--- src/rtl/multi_lane_cdb.sv ---
// multi_lane_cdb: multi-lane common data bus.
//
// Result issuers are split by ISSUER_ARCH_REG into two independently arbitrated
// round-robin pools. The ROB pool grants up to LANES issuers per cycle; the k-th
// grant drives lane k. The arch pool grants at most one issuer per cycle and
// drives the single arch register write port. Granted payloads are registered,
// so they appear on the outputs for exactly one cycle after the grant.
// Reservation-station listeners snoop the registered ROB lanes combinationally.
//
// Ports:
//   CLK, RST          clock, synchronous active-high reset
//   flush             suppresses all grants; the registered outputs clear on the next edge
//   cdb_isr_*         issuer side: request/grant handshake with data, ROB tag and arch index
//   rob_*             registered ROB broadcast lanes (valid, tag, data)
//   arch_reg_*        registered arch register write (enable, index, data)
//   cdb_lsn_*         listener side: awaited tag in; hit and matched data out

module multi_lane_cdb #(
  parameter int unsigned ISSUER     = 4,
  parameter int unsigned LISTENER   = 4,
  parameter int unsigned LANES      = 2,
  parameter int unsigned ROB_ENTRY  = 4,
  parameter int unsigned ARCH_ENTRY = 32,
  parameter int unsigned DATA_WIDTH = 32,
  parameter logic [ISSUER-1:0] ISSUER_ARCH_REG = {1'd0, 1'd0, 1'd0, 1'd1},
  localparam int unsigned ROB_ENTRY_LOG2  = $clog2(ROB_ENTRY),
  localparam int unsigned ARCH_ENTRY_LOG2 = $clog2(ARCH_ENTRY)
) (
  input  logic                                CLK,
  input  logic                                RST,
  input  logic                                flush,
  input  logic [ISSUER-1:0]                   cdb_isr_request,
  output logic [ISSUER-1:0]                   cdb_isr_grant,
  input  logic [ISSUER*DATA_WIDTH-1:0]        cdb_isr_data,
  input  logic [ISSUER*ROB_ENTRY_LOG2-1:0]    cdb_isr_id,
  input  logic [ISSUER*ARCH_ENTRY_LOG2-1:0]   cdb_isr_arch_id,
  output logic [LANES-1:0]                    rob_write,
  output logic [LANES*ROB_ENTRY_LOG2-1:0]     rob_id,
  output logic [LANES*DATA_WIDTH-1:0]         rob_data,
  output logic                                arch_reg_write,
  output logic [ARCH_ENTRY_LOG2-1:0]          arch_reg_id,
  output logic [DATA_WIDTH-1:0]               arch_reg_data,
  input  logic [LISTENER-1:0]                 cdb_lsn_request,
  input  logic [LISTENER*ROB_ENTRY_LOG2-1:0]  cdb_lsn_id,
  output logic [LISTENER-1:0]                 cdb_lsn_hit,
  output logic [LISTENER*DATA_WIDTH-1:0]      cdb_lsn_data
);

  localparam int unsigned RW    = ROB_ENTRY_LOG2;
  localparam int unsigned AW    = ARCH_ENTRY_LOG2;
  localparam int unsigned DW    = DATA_WIDTH;
  localparam int unsigned PTR_W = (ISSUER > 1) ? $clog2(ISSUER) : 1;

  // (base + off) mod ISSUER; base < ISSUER and off < ISSUER, so one subtract suffices.
  function automatic logic [PTR_W-1:0] wrap_idx(logic [PTR_W-1:0] base, int unsigned off);
    int unsigned s;
    s = 32'(base) + off;
    if (s >= ISSUER) s = s - ISSUER;
    return PTR_W'(s);
  endfunction

  function automatic logic [PTR_W-1:0] next_ptr(logic [PTR_W-1:0] last);
    return (last == PTR_W'(ISSUER - 1)) ? '0 : last + 1'b1;
  endfunction

  // Round-robin pointers
  logic [PTR_W-1:0] rob_ptr_q, rob_ptr_d;
  logic [PTR_W-1:0] arch_ptr_q, arch_ptr_d;

  // Registered broadcast state
  logic [LANES-1:0]    rob_write_q, rob_write_d;
  logic [LANES*RW-1:0] rob_id_q, rob_id_d;
  logic [LANES*DW-1:0] rob_data_q, rob_data_d;
  logic                arch_write_q, arch_write_d;
  logic [AW-1:0]       arch_id_q, arch_id_d;
  logic [DW-1:0]       arch_data_q, arch_data_d;

  // Scan order of each pool, starting at its pointer
  logic [PTR_W-1:0] rob_scan  [ISSUER];
  logic [PTR_W-1:0] arch_scan [ISSUER];

  always_comb begin
    for (int i = 0; i < ISSUER; i++) begin
      rob_scan[i]  = wrap_idx(rob_ptr_q, i);
      arch_scan[i] = wrap_idx(arch_ptr_q, i);
    end
  end

  // Requests eligible in each pool
  logic [ISSUER-1:0] rob_elig, arch_elig;
  assign rob_elig  = cdb_isr_request & ~ISSUER_ARCH_REG;
  assign arch_elig = cdb_isr_request & ISSUER_ARCH_REG;

  // Arbitration and next-state of the broadcast registers
  logic [ISSUER-1:0] grant;
  logic [PTR_W-1:0]  lane_sel [LANES];
  logic [PTR_W-1:0]  rob_last, arch_sel;
  int unsigned       rob_cnt;
  logic              arch_found;

  always_comb begin
    grant        = '0;
    rob_write_d  = '0;
    rob_id_d     = '0;
    rob_data_d   = '0;
    arch_write_d = 1'b0;
    arch_id_d    = '0;
    arch_data_d  = '0;
    rob_ptr_d    = rob_ptr_q;
    arch_ptr_d   = arch_ptr_q;
    rob_cnt      = 0;
    rob_last     = '0;
    arch_found   = 1'b0;
    arch_sel     = '0;
    for (int l = 0; l < LANES; l++) lane_sel[l] = '0;

    // Reset and flush both silence the bus; pointers only move on real grants.
    if (!RST && !flush) begin
      // ROB pool: walk from the pointer, filling lanes in grant order.
      for (int i = 0; i < ISSUER; i++) begin
        if (rob_elig[rob_scan[i]] && (rob_cnt < LANES)) begin
          for (int l = 0; l < LANES; l++) begin
            if (rob_cnt == l) begin
              rob_write_d[l] = 1'b1;
              lane_sel[l]    = rob_scan[i];
            end
          end
          grant[rob_scan[i]] = 1'b1;
          rob_last           = rob_scan[i];
          rob_cnt            = rob_cnt + 1;
        end
      end
      if (rob_cnt != 0) rob_ptr_d = next_ptr(rob_last);

      for (int l = 0; l < LANES; l++) begin
        if (rob_write_d[l]) begin
          rob_id_d[l*RW +: RW]   = cdb_isr_id[lane_sel[l]*RW +: RW];
          rob_data_d[l*DW +: DW] = cdb_isr_data[lane_sel[l]*DW +: DW];
        end
      end

      // Arch pool: first eligible issuer from the pointer wins.
      for (int i = 0; i < ISSUER; i++) begin
        if (arch_elig[arch_scan[i]] && !arch_found) begin
          arch_found = 1'b1;
          arch_sel   = arch_scan[i];
        end
      end
      if (arch_found) begin
        grant[arch_sel] = 1'b1;
        arch_write_d    = 1'b1;
        arch_id_d       = cdb_isr_arch_id[arch_sel*AW +: AW];
        arch_data_d     = cdb_isr_data[arch_sel*DW +: DW];
        arch_ptr_d      = next_ptr(arch_sel);
      end
    end
  end

  assign cdb_isr_grant = grant;

  always_ff @(posedge CLK) begin
    if (RST) begin
      rob_ptr_q    <= '0;
      arch_ptr_q   <= '0;
      rob_write_q  <= '0;
      rob_id_q     <= '0;
      rob_data_q   <= '0;
      arch_write_q <= 1'b0;
      arch_id_q    <= '0;
      arch_data_q  <= '0;
    end else begin
      rob_ptr_q    <= rob_ptr_d;
      arch_ptr_q   <= arch_ptr_d;
      rob_write_q  <= rob_write_d;
      rob_id_q     <= rob_id_d;
      rob_data_q   <= rob_data_d;
      arch_write_q <= arch_write_d;
      arch_id_q    <= arch_id_d;
      arch_data_q  <= arch_data_d;
    end
  end

  assign rob_write      = rob_write_q;
  assign rob_id         = rob_id_q;
  assign rob_data       = rob_data_q;
  assign arch_reg_write = arch_write_q;
  assign arch_reg_id    = arch_id_q;
  assign arch_reg_data  = arch_data_q;

  // Listener snoop: scanning lanes high-to-low lets the lowest matching lane win.
  always_comb begin
    cdb_lsn_hit  = '0;
    cdb_lsn_data = '0;
    for (int g = 0; g < LISTENER; g++) begin
      for (int l = LANES - 1; l >= 0; l--) begin
        if (cdb_lsn_request[g] && rob_write_q[l] &&
            (rob_id_q[l*RW +: RW] == cdb_lsn_id[g*RW +: RW])) begin
          cdb_lsn_hit[g]              = 1'b1;
          cdb_lsn_data[g*DW +: DW]    = rob_data_q[l*DW +: DW];
        end
      end
    end
  end

endmodule
--- config.mk ---
export PLATFORM = sky130hd
export DESIGN_NAME = multi_lane_cdb
export DESIGN_NICKNAME = d
export VERILOG_FILES = /design/src/rtl/multi_lane_cdb.sv
export SDC_FILE = /design/constraint.sdc
export NUM_CORES = 1
export LEC_CHECK = 0
export CAP_MARGIN = 20
export CORE_AREA = 2 2 162 164
export CTS_BUF_LIST = sky130_fd_sc_hd__clkbuf_8 sky130_fd_sc_hd__clkbuf_16
export DETAILED_ROUTE_END_ITERATION = 8
export DIE_AREA = 0 0 164 166
export DONT_BUFFER_PORTS = 1
export SETUP_SLACK_MARGIN = 0.4
export SLEW_MARGIN = 40
export SYNTH_ARGS = -nofsm -noshare
export SYNTH_HDL_FRONTEND = slang
export SYNTH_SLANG_ARGS = --single-unit
--- constraint.sdc ---
create_clock -name CLK -period 6.6 [get_ports CLK]
set_input_delay 1.32 -clock CLK [delete_from_list [all_inputs] [get_ports CLK]]
set_output_delay 1.32 -clock CLK [all_outputs]
set_load 0.01 [all_outputs]
==> job_summary.md <==
## PnR job results

| Metric | Value |
|---|---|
| Status | finished, final reports clean |
| Antenna violations before repair | 1 |
| Number of global-route vias before repair | 6082 |
| WP data arrival | 4.17 ns |
| Flop+latch power | 1180 µW |
| TritonCTS Buffers | 9 |
| Routability congestion estimate | 0.916 |
| Post-cts gate resize count | 0 |
| Pwr top | combinational logic |
| Detail Route met2 WL | 13600 µm |
| Share of cells above drive strength 1 | 10.3% |
| WL met3 | 2760 µm |
| Layout net count | 909 |
| Post-synth EDFFs | 0 |
| Clock Power | 543 µW |
| Pin count of the biggest net entering global routing | 43 |
| Detail Route Antenna Nets | 0 |
| # setup viols final | 0 |
| H-tree Lvls | 3 |
| Yosys simple share | 9.30% |
| Final hold violation count | 0 |
| Count of hold-fix buffers inserted at cts | 0 |
| Die y size | 166 µm |
| Hold_ws | 0.718 ns |
| Cells after synthesis | 732 |
| Ys flop type | dfxtp_1 |
| CTS tree | yes |
| Clock transition at path regs | 0.08 ns |
| Crit-path slowest cell | ha_1 |
==> synth_stat cells (2+ instances only) <==
master     count  area share (%)
mux2i_1      141              20
a22o_1       129              16
dfxtp_1      110              32
o22ai_1       69             6.2
clkbuf_1      52             2.8
and3_1        40             3.6
nand2_1       20             1.1
ha_1          18             3.2
nor2_1        15            0.81
a21oi_1       13            0.93
buf_2         11            0.79
inv_1          8            0.43
nand2b_1       8            0.72
xnor2_1        8             1.0
xor2_1         8             1.0
a31oi_1        6            0.54
buf_4          6            0.65
nand3_1        6            0.43
nor3_1         6            0.43
nand4_1        4            0.36
a221oi_1       3            0.38
buf_6          3            0.48
nand3b_1       3            0.32
o21ai_0        3            0.22
a211oi_1       2            0.22
a21o_1         2            0.22
a222oi_1       2            0.29
a22oi_1        2            0.22
a2bb2oi_1      2            0.25
buf_8          2            0.43
conb_1         2            0.11
nand4b_1       2            0.25
o211a_1        2            0.29
==> cells by family (layout without fill, tap and decap cells) <==
logic type,count (synthesis),after routing
DFF,110,110
AOI/OAI and AO/OA,245,245
buffers and inverters,82,64
other,2,8
and+or+nand+nor,115,115
adders and majority gates,19,19
xor gates and xnor gates,16,16
muxes,143,143
==> worst max-delay path, delay by kind of cell, from the launching register on <==
| family | cells | cell delay, ns |
|---|---|---|
| flip-flops | 1 | 0.33 |
| buffers and inverters | 4 | 0.62 |
| AND/OR/NAND/NOR | 2 | 0.66 |
| AND-OR/OR-AND | 4 | 0.50 |
| multiplexers | 2 | 0.54 |
| adder cells (fa/ha/maj) | 3 | 1.14 |
==> state kept, by name (all words and copies together), names as in the netlist, named ones only <==
signal	cells
arch_reg_id	5
rob_write	2
rob_id	4
arch_reg_data	32
arch_reg_write	1
rob_data	64
rob_ptr_q	1
==> final cells by class <==
| type | count | area [µm²] | area share (%) |
|---|---|---|---|
| Tap cell | 335 | 419 | 5.34 |
| Multi-Input combinational cell | 546 | 4490 | 57.2 |
| Clock inverter | 6 | 40.0 | 0.510 |
| Clock buffer | 10 | 239 | 3.04 |
| Sequential cell | 110 | 2200 | 28.0 |
| Inverter | 8 | 30.0 | 0.382 |
| Timing Repair Buffer | 40 | 433 | 5.51 |
==> per-stage QoR <==
step | util, % | instance area [µm²] | total power, µW
floorplan | - | 6990 | 3000
global placement | 29.2 | 7470 | 3700
detailed placement | 29.6 | 7570 | 3740
CTS | 30.7 | 7850 | 4290
global route | 30.7 | 7850 | 4530
finish | 30.7 | 7850 | 4300
==> per-layer routing <==
| metal | vias up | global-route usage [%] |
|---|---|---|
| li1 | 2795 | - |
| met1 | 3214 | 27.5 |
| met2 | 476 | 32.3 |
| met3 | 40 | 4.67 |
| met4 | 0 | 5.72 |
| met5 | - | 0 |
==> path summary, 6_finish.rpt <==
check	to	slack [ns]
worst max-delay path	cdb_isr_grant[0]	1.11
worst min-delay path	rob_ptr_q[1]$_SDFFE_PP0P_	0.72
worst max register to register	rob_data[21]$_SDFF_PP0_	1.34
worst min register to register	rob_ptr_q[1]$_SDFFE_PP0P_	0.72
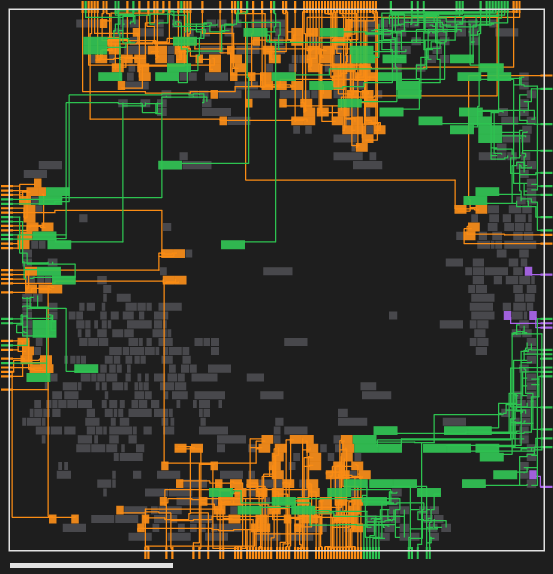
(images/port_nets.png)
The bar under the picture is 50 µm long.
Key: cdb_lsn_hit = purple [bits 4, direction output, end cells 4, wire 24.1 µm]; cdb_isr_data = orange [bits 128, direction input, end cells 160, wire 4710 µm]; rob_data = green [bits 64, direction output, end cells 64, wire 3650 µm]
Top Ports: 419
Port Buffers: 0

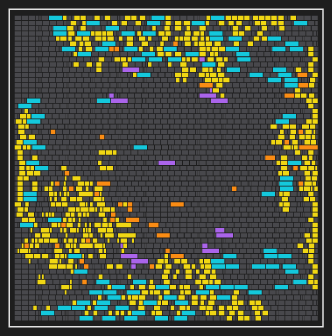
(images/cell_classes.png)
Fill, decap, tap and diode cells in gray.
Key: clock drivers and dummy loads = purple [cells 16, share of their area 3.8%]; other buffers and delay cells = orange [cells 40, share of their area 5.8%]; flip-flops = cyan [cells 110, share of their area 30%]; all other logic = yellow [cells 554, share of their area 61%]
Final Util: 30.7%
core footprint: 0.0256 mm²
register share of the cell area: 28.0%

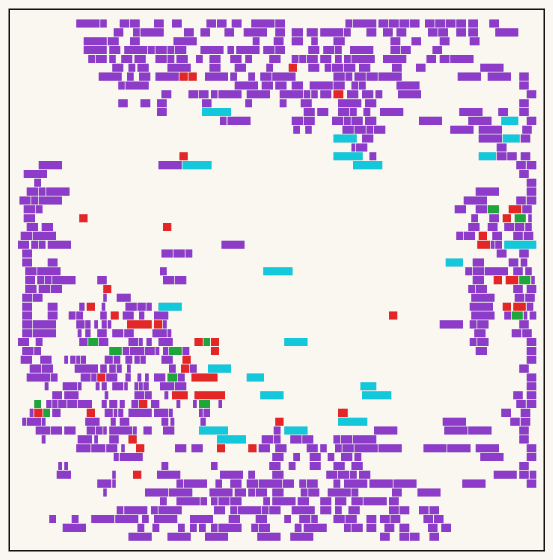
(images/drive_strength.png)
Key: drive 3 to 4 = red [cells 40]; drive 2 = green [cells 12]; drive 1 or less = purple [cells 646]; drive 6 and up = cyan [cells 22]
Area growth syn-to-layout: 12.7%
Buffers, non-clock: 40
final worst slack: 1.11 ns
Layout Cell Area excl Fill: 0.00785 mm²

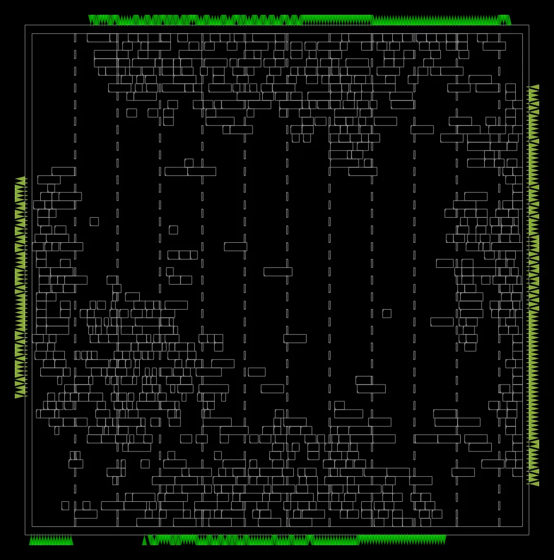
(images/final_placement.png)
n_taps: 335
num rows: 59
final std cells w/o fill: 1055
flop count: 110
fillcell total: 2654

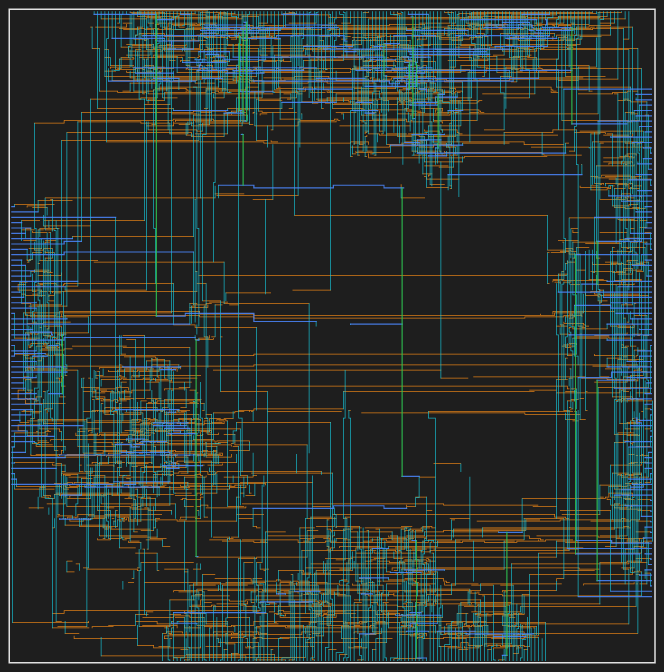
(images/metal_stack.png)
Key: met4 = green [wire length 583 µm]; met1 = orange [wire length 12700 µm]; met3 = blue [wire length 2760 µm]; met2 = cyan [wire length 13600 µm]
Total Routing Usage GR: 20.4%
Vias: 6525
Wirelength per Cell: 28.1 µm
Routed WL: 29600 µm

Power figures rest on the tool's default switching activity, not on a simulated workload.
